`src/rtl/ncc_wb_pkg.sv`:
```
// Shared types for the NCC result write-back path.
package ncc_wb_pkg;
  localparam int WORDS_PER_SET = 3;

  typedef enum logic [2:0] {IDLE, WR0, WR1, WR2, FDONE} wb_state_t;

  typedef struct packed {
    logic [8:0]  idx;
    logic [63:0] ncc;
  } ncc_result_t;
endpackage

```
`src/rtl/result_fifo.sv`:
```
// Small synchronous FIFO of NCC results; a pop in the same cycle frees a slot
// for a push even when full.
module result_fifo
  import ncc_wb_pkg::*;
#(
  parameter int DEPTH = 4
) (
  input  logic        clk,
  input  logic        rst,
  input  logic        push,
  input  ncc_result_t wdata,
  input  logic        pop,
  output ncc_result_t rdata,
  output logic        full,
  output logic        empty
);
  localparam int AW = $clog2(DEPTH);

  ncc_result_t     mem_q [DEPTH];
  logic [AW-1:0]   wr_ptr_q, wr_ptr_d;
  logic [AW-1:0]   rd_ptr_q, rd_ptr_d;
  logic [AW:0]     cnt_q, cnt_d;
  logic            push_ok, pop_ok;

  assign full    = (cnt_q == (AW+1)'(DEPTH));
  assign empty   = (cnt_q == '0);
  assign pop_ok  = pop && !empty;
  assign push_ok = push && (!full || pop_ok);
  assign rdata   = mem_q[rd_ptr_q];

  always_comb begin
    wr_ptr_d = wr_ptr_q;
    rd_ptr_d = rd_ptr_q;
    cnt_d    = cnt_q;
    if (push_ok) wr_ptr_d = wr_ptr_q + 1'b1;
    if (pop_ok)  rd_ptr_d = rd_ptr_q + 1'b1;
    cnt_d = cnt_q + (AW+1)'(push_ok) - (AW+1)'(pop_ok);
  end

  always_ff @(posedge clk) begin
    if (rst) begin
      wr_ptr_q <= '0;
      rd_ptr_q <= '0;
      cnt_q    <= '0;
    end else begin
      wr_ptr_q <= wr_ptr_d;
      rd_ptr_q <= rd_ptr_d;
      cnt_q    <= cnt_d;
    end
  end

  // Storage needs no reset: reads are gated by the count.
  always_ff @(posedge clk) begin
    if (push_ok) mem_q[wr_ptr_q] <= wdata;
  end
endmodule

```
`src/rtl/ncc_result_writer.sv`:
```
// Buffers one best-match result per set and writes it to memory as a
// 3-word record, pulsing frame_done after the last set of a frame.
module ncc_result_writer
  import ncc_wb_pkg::*;
#(
  parameter int              NUM_SETS   = 150,
  parameter int              FIFO_DEPTH = 4,
  parameter int              ADDR_W     = 16,
  parameter logic [ADDR_W-1:0] BASE_ADDR = '0
) (
  input  logic              clk,
  input  logic              rst,
  input  logic              result_valid,
  input  logic [63:0]       greatestNCCLog2,
  input  logic [8:0]        greatestWindowIndex,
  output logic              result_ready,
  output logic              req,
  output logic              rd_wr,
  output logic [ADDR_W-1:0] addr,
  output logic [31:0]       write_data,
  input  logic              mem_ack,
  output logic              frame_done,
  output logic              overflow
);
  wb_state_t   state_q, state_d;
  logic [7:0]  set_idx_q, set_idx_d;
  ncc_result_t rec_q, rec_d;
  logic        overflow_q, overflow_d;
  logic [1:0]  word_sel;

  ncc_result_t fifo_wdata, fifo_rdata;
  logic        fifo_full, fifo_empty, fifo_pop;

  assign fifo_wdata.idx = greatestWindowIndex;
  assign fifo_wdata.ncc = greatestNCCLog2;
  assign fifo_pop       = (state_q == IDLE) && !fifo_empty;

  result_fifo #(.DEPTH(FIFO_DEPTH)) u_fifo (
    .clk   (clk),
    .rst   (rst),
    .push  (result_valid),
    .wdata (fifo_wdata),
    .pop   (fifo_pop),
    .rdata (fifo_rdata),
    .full  (fifo_full),
    .empty (fifo_empty)
  );

  assign result_ready = !fifo_full;
  // A full FIFO still accepts when the head is leaving this cycle.
  assign overflow_d   = overflow_q | (result_valid && fifo_full && !fifo_pop);
  assign overflow     = overflow_q;

  always_comb begin
    state_d    = state_q;
    set_idx_d  = set_idx_q;
    rec_d      = rec_q;
    req        = 1'b0;
    frame_done = 1'b0;
    word_sel   = 2'd0;
    case (state_q)
      IDLE: begin
        if (!fifo_empty) begin
          rec_d   = fifo_rdata;
          state_d = WR0;
        end
      end
      WR0: begin
        req = 1'b1;
        if (mem_ack) state_d = WR1;
      end
      WR1: begin
        req      = 1'b1;
        word_sel = 2'd1;
        if (mem_ack) state_d = WR2;
      end
      WR2: begin
        req      = 1'b1;
        word_sel = 2'd2;
        if (mem_ack) begin
          if (set_idx_q == 8'(NUM_SETS - 1)) begin
            set_idx_d = '0;
            state_d   = FDONE;
          end else begin
            set_idx_d = set_idx_q + 8'd1;
            state_d   = IDLE;
          end
        end
      end
      FDONE: begin
        frame_done = 1'b1;
        state_d    = IDLE;
      end
      default: state_d = IDLE;
    endcase
  end

  assign rd_wr = req;
  assign addr  = BASE_ADDR + ADDR_W'(set_idx_q) * ADDR_W'(WORDS_PER_SET) + ADDR_W'(word_sel);

  always_comb begin
    write_data = {set_idx_q, 15'b0, rec_q.idx};
    case (word_sel)
      2'd1:    write_data = rec_q.ncc[63:32];
      2'd2:    write_data = rec_q.ncc[31:0];
      default: write_data = {set_idx_q, 15'b0, rec_q.idx};
    endcase
  end

  always_ff @(posedge clk) begin
    if (rst) begin
      state_q    <= IDLE;
      set_idx_q  <= '0;
      rec_q      <= '0;
      overflow_q <= 1'b0;
    end else begin
      state_q    <= state_d;
      set_idx_q  <= set_idx_d;
      rec_q      <= rec_d;
      overflow_q <= overflow_d;
    end
  end
endmodule
```
`config.mk`:
```
export PLATFORM = sky130hd
export DESIGN_NAME = ncc_result_writer
export DESIGN_NICKNAME = d
export VERILOG_FILES = /design/src/rtl/ncc_wb_pkg.sv /design/src/rtl/result_fifo.sv /design/src/rtl/ncc_result_writer.sv
export SDC_FILE = /design/constraint.sdc
export NUM_CORES = 1
export LEC_CHECK = 0
export CAP_MARGIN = 15
export CELL_PAD_IN_SITES_DETAIL_PLACEMENT = 0
export CELL_PAD_IN_SITES_GLOBAL_PLACEMENT = 2
export CORE_MARGIN = 4
export CORE_UTILIZATION = 38
export CTS_CLUSTER_SIZE = 30
export DETAILED_ROUTE_END_ITERATION = 8
export PLACE_DENSITY_LB_ADDON = 0.15
export SLEW_MARGIN = 30
export SYNTH_ARGS = -nofsm -noshare
export SYNTH_HDL_FRONTEND = slang
export SYNTH_SLANG_ARGS = --single-unit
```
`constraint.sdc`:
```
create_clock -name clk -period 4.1 [get_ports clk]
set_input_delay 1.025 -clock clk [delete_from_list [all_inputs] [get_ports clk]]
set_output_delay 1.025 -clock clk [all_outputs]
set_load 0.1 [all_outputs]
```
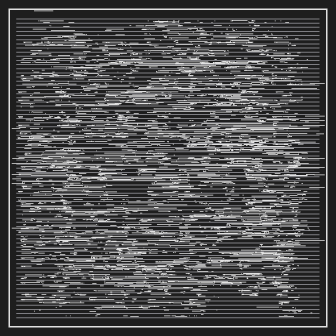
*Metal 1*
Supply wires on this layer in gray.
wire length on this layer: 15000 um
nets with wire on the layer: 1139
longest straight run: 53.8 um

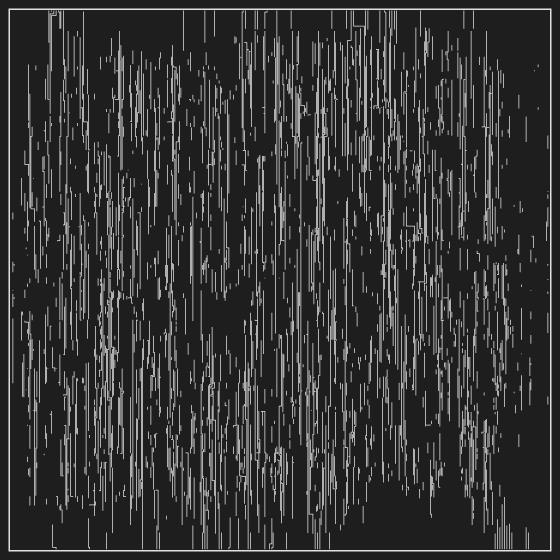
*Signal wires on met2*
nets with wire on the layer: 1024
wire length on this layer: 16600 um
longest straight run: 116 um
share of all routed wire: 49%

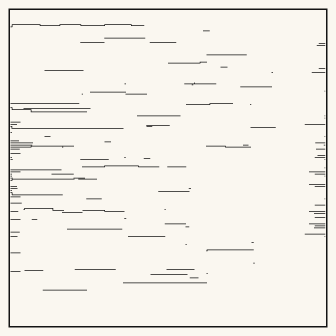
*The metal 3 layer*
main direction: horizontal
share of all routed wire: 4.8%

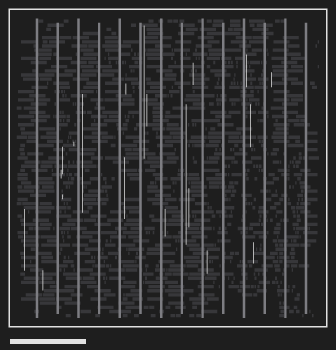
*Met4 routing*
Bar = 50 um. Supply wires on this layer in gray. Cells faint in the background.
wire length on this layer: 550 um
main direction: vertical
longest straight run: 91.8 um
share of all routed wire: 1.6%

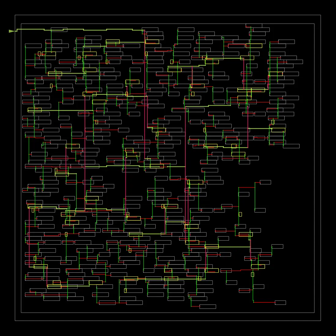
*The clock network*
flip-flops: 384
final-layout clock buffer total: 60

==> results.cfg <==
; yosys + openroad results
[power]
power_mw = 11.8
power_leakage_nw = 6.37
p_comb_share_pct = 26.6
pg_seq_mw = 5.11
cellPowerDensity_mw_per_mm2 = 626
switching_share_pct = 31.4
peakVddDrop_mv = 0.358

[clock_tree]
cts_num_sinks = 384
clockBufferDepth = 3
cts-root-buf = clkbuf_16
ctsResizeCount = 14
path_clk_slew_ps = 60
worstSkewPairLatency_ps = 550

[synth]
synth-edff-count = 292
ys_sh_mux_pct = 11.0
ff_type = edfxtp_1
ys_types = 43
yosys_warnings = 0
ys_chip_area_mm2 = 0.0151
syn_inst = 985
yosysCellCount = 985
syn_area_mm2 = 0.0151
ys_sh_adder_pct = 2.81

[floorplanning]
rows = 72
initial_utilization_pct = 38.7
die_x_um = 207

[grt]
grt-busiest-layer = met2
met1_usage_pct = 20.7
grt_max_degree = 74
met3_usage_pct = 3.54
grtUsageTotal_pct = 15.8
grt_first_pass_wirelength_mm = 53.0
grt_pass1_vias = 8902
met2_usage_pct = 26.7
antenna_found_initial = 4

[sta]
timing.final.ws_setup_ps = -90.2
setup_violations = 2
report.final.hold_viol_count = 0
hold_ws_ps = 454
tns_ps = -107

[routing]
drcViolationCount = 0
route.met2.wl_mm = 16.6
wl_mm = 33.8
drt-wirelength-per-cell_um = 20.2

[worst_setup_path]
required_ps = 3070
crit_chain = buf_6 > nand3b_1 > fa_1 > inv_2 > ha_4 > inv_2 > fa_2 > nor2b_1 > o21ai_1 > a21boi_2 > nor4_1 > a311o_2 > buf_12
reg2reg_from = state_q[2]
critical_path_arrival_ps = 3170
cpMostUsedCell = inv_2
worst-path-stages = 13

[final_layout]
comb_cells = 515
final_util_pct = 48.6
final_cells = 1675
drive_gt1_share_pct = 21.1
largest_registers = u_fifo.mem_q (292), rec_q (73), set_idx_q (8)
n_antenna_cell = 1
stdcell_area_mm2 = 0.0189
sh_comb_area_pct = 22.2
mostFrequentLayoutCell = edfxtp_1
sh_seq_area_pct = 56.2
final_cell_mix = edfxtp_1, nand2_1, a21oi_1
largest_reg_flops = 292

[place]
io_buffers = 123
place.gp.congestion = 0.711
dp.cells = 1593
dp_slack_ps = 85.6
dp_hpwl_mm = 20.0

[min_path]
hold_class = reg -> reg
hold_path_depth = 2
hold_path_end = rec_q[42]

[run_status]
status = finished, violations left
violations = negative setup slack

[flow_run]
drv_cap = 0
warnings = 39
==> synth_stat cells (3+ instances only) <==
master      n  share of area (%)
a221oi_1    5               0.29
fa_1        3               0.40
a22oi_1    27                1.3
nand2_1   166                4.1
nand3b_1    3               0.15
o21ai_0    22               0.73
xnor2_1     8               0.46
or3_1       4               0.17
nor2b_1     5               0.21
nor3_1      4               0.13
nor4_1      3               0.12
buf_4      14               0.70
dfxtp_1    92                 12
and2_1      5               0.21
nand3_1     3               0.10
a21oi_1    94                3.1
buf_2      11               0.37
mux4_2     73                 11
edfxtp_1  292                 58
nor2_1     37               0.92
clkbuf_1   39               0.97
ha_1       29                2.4
inv_1      26               0.65
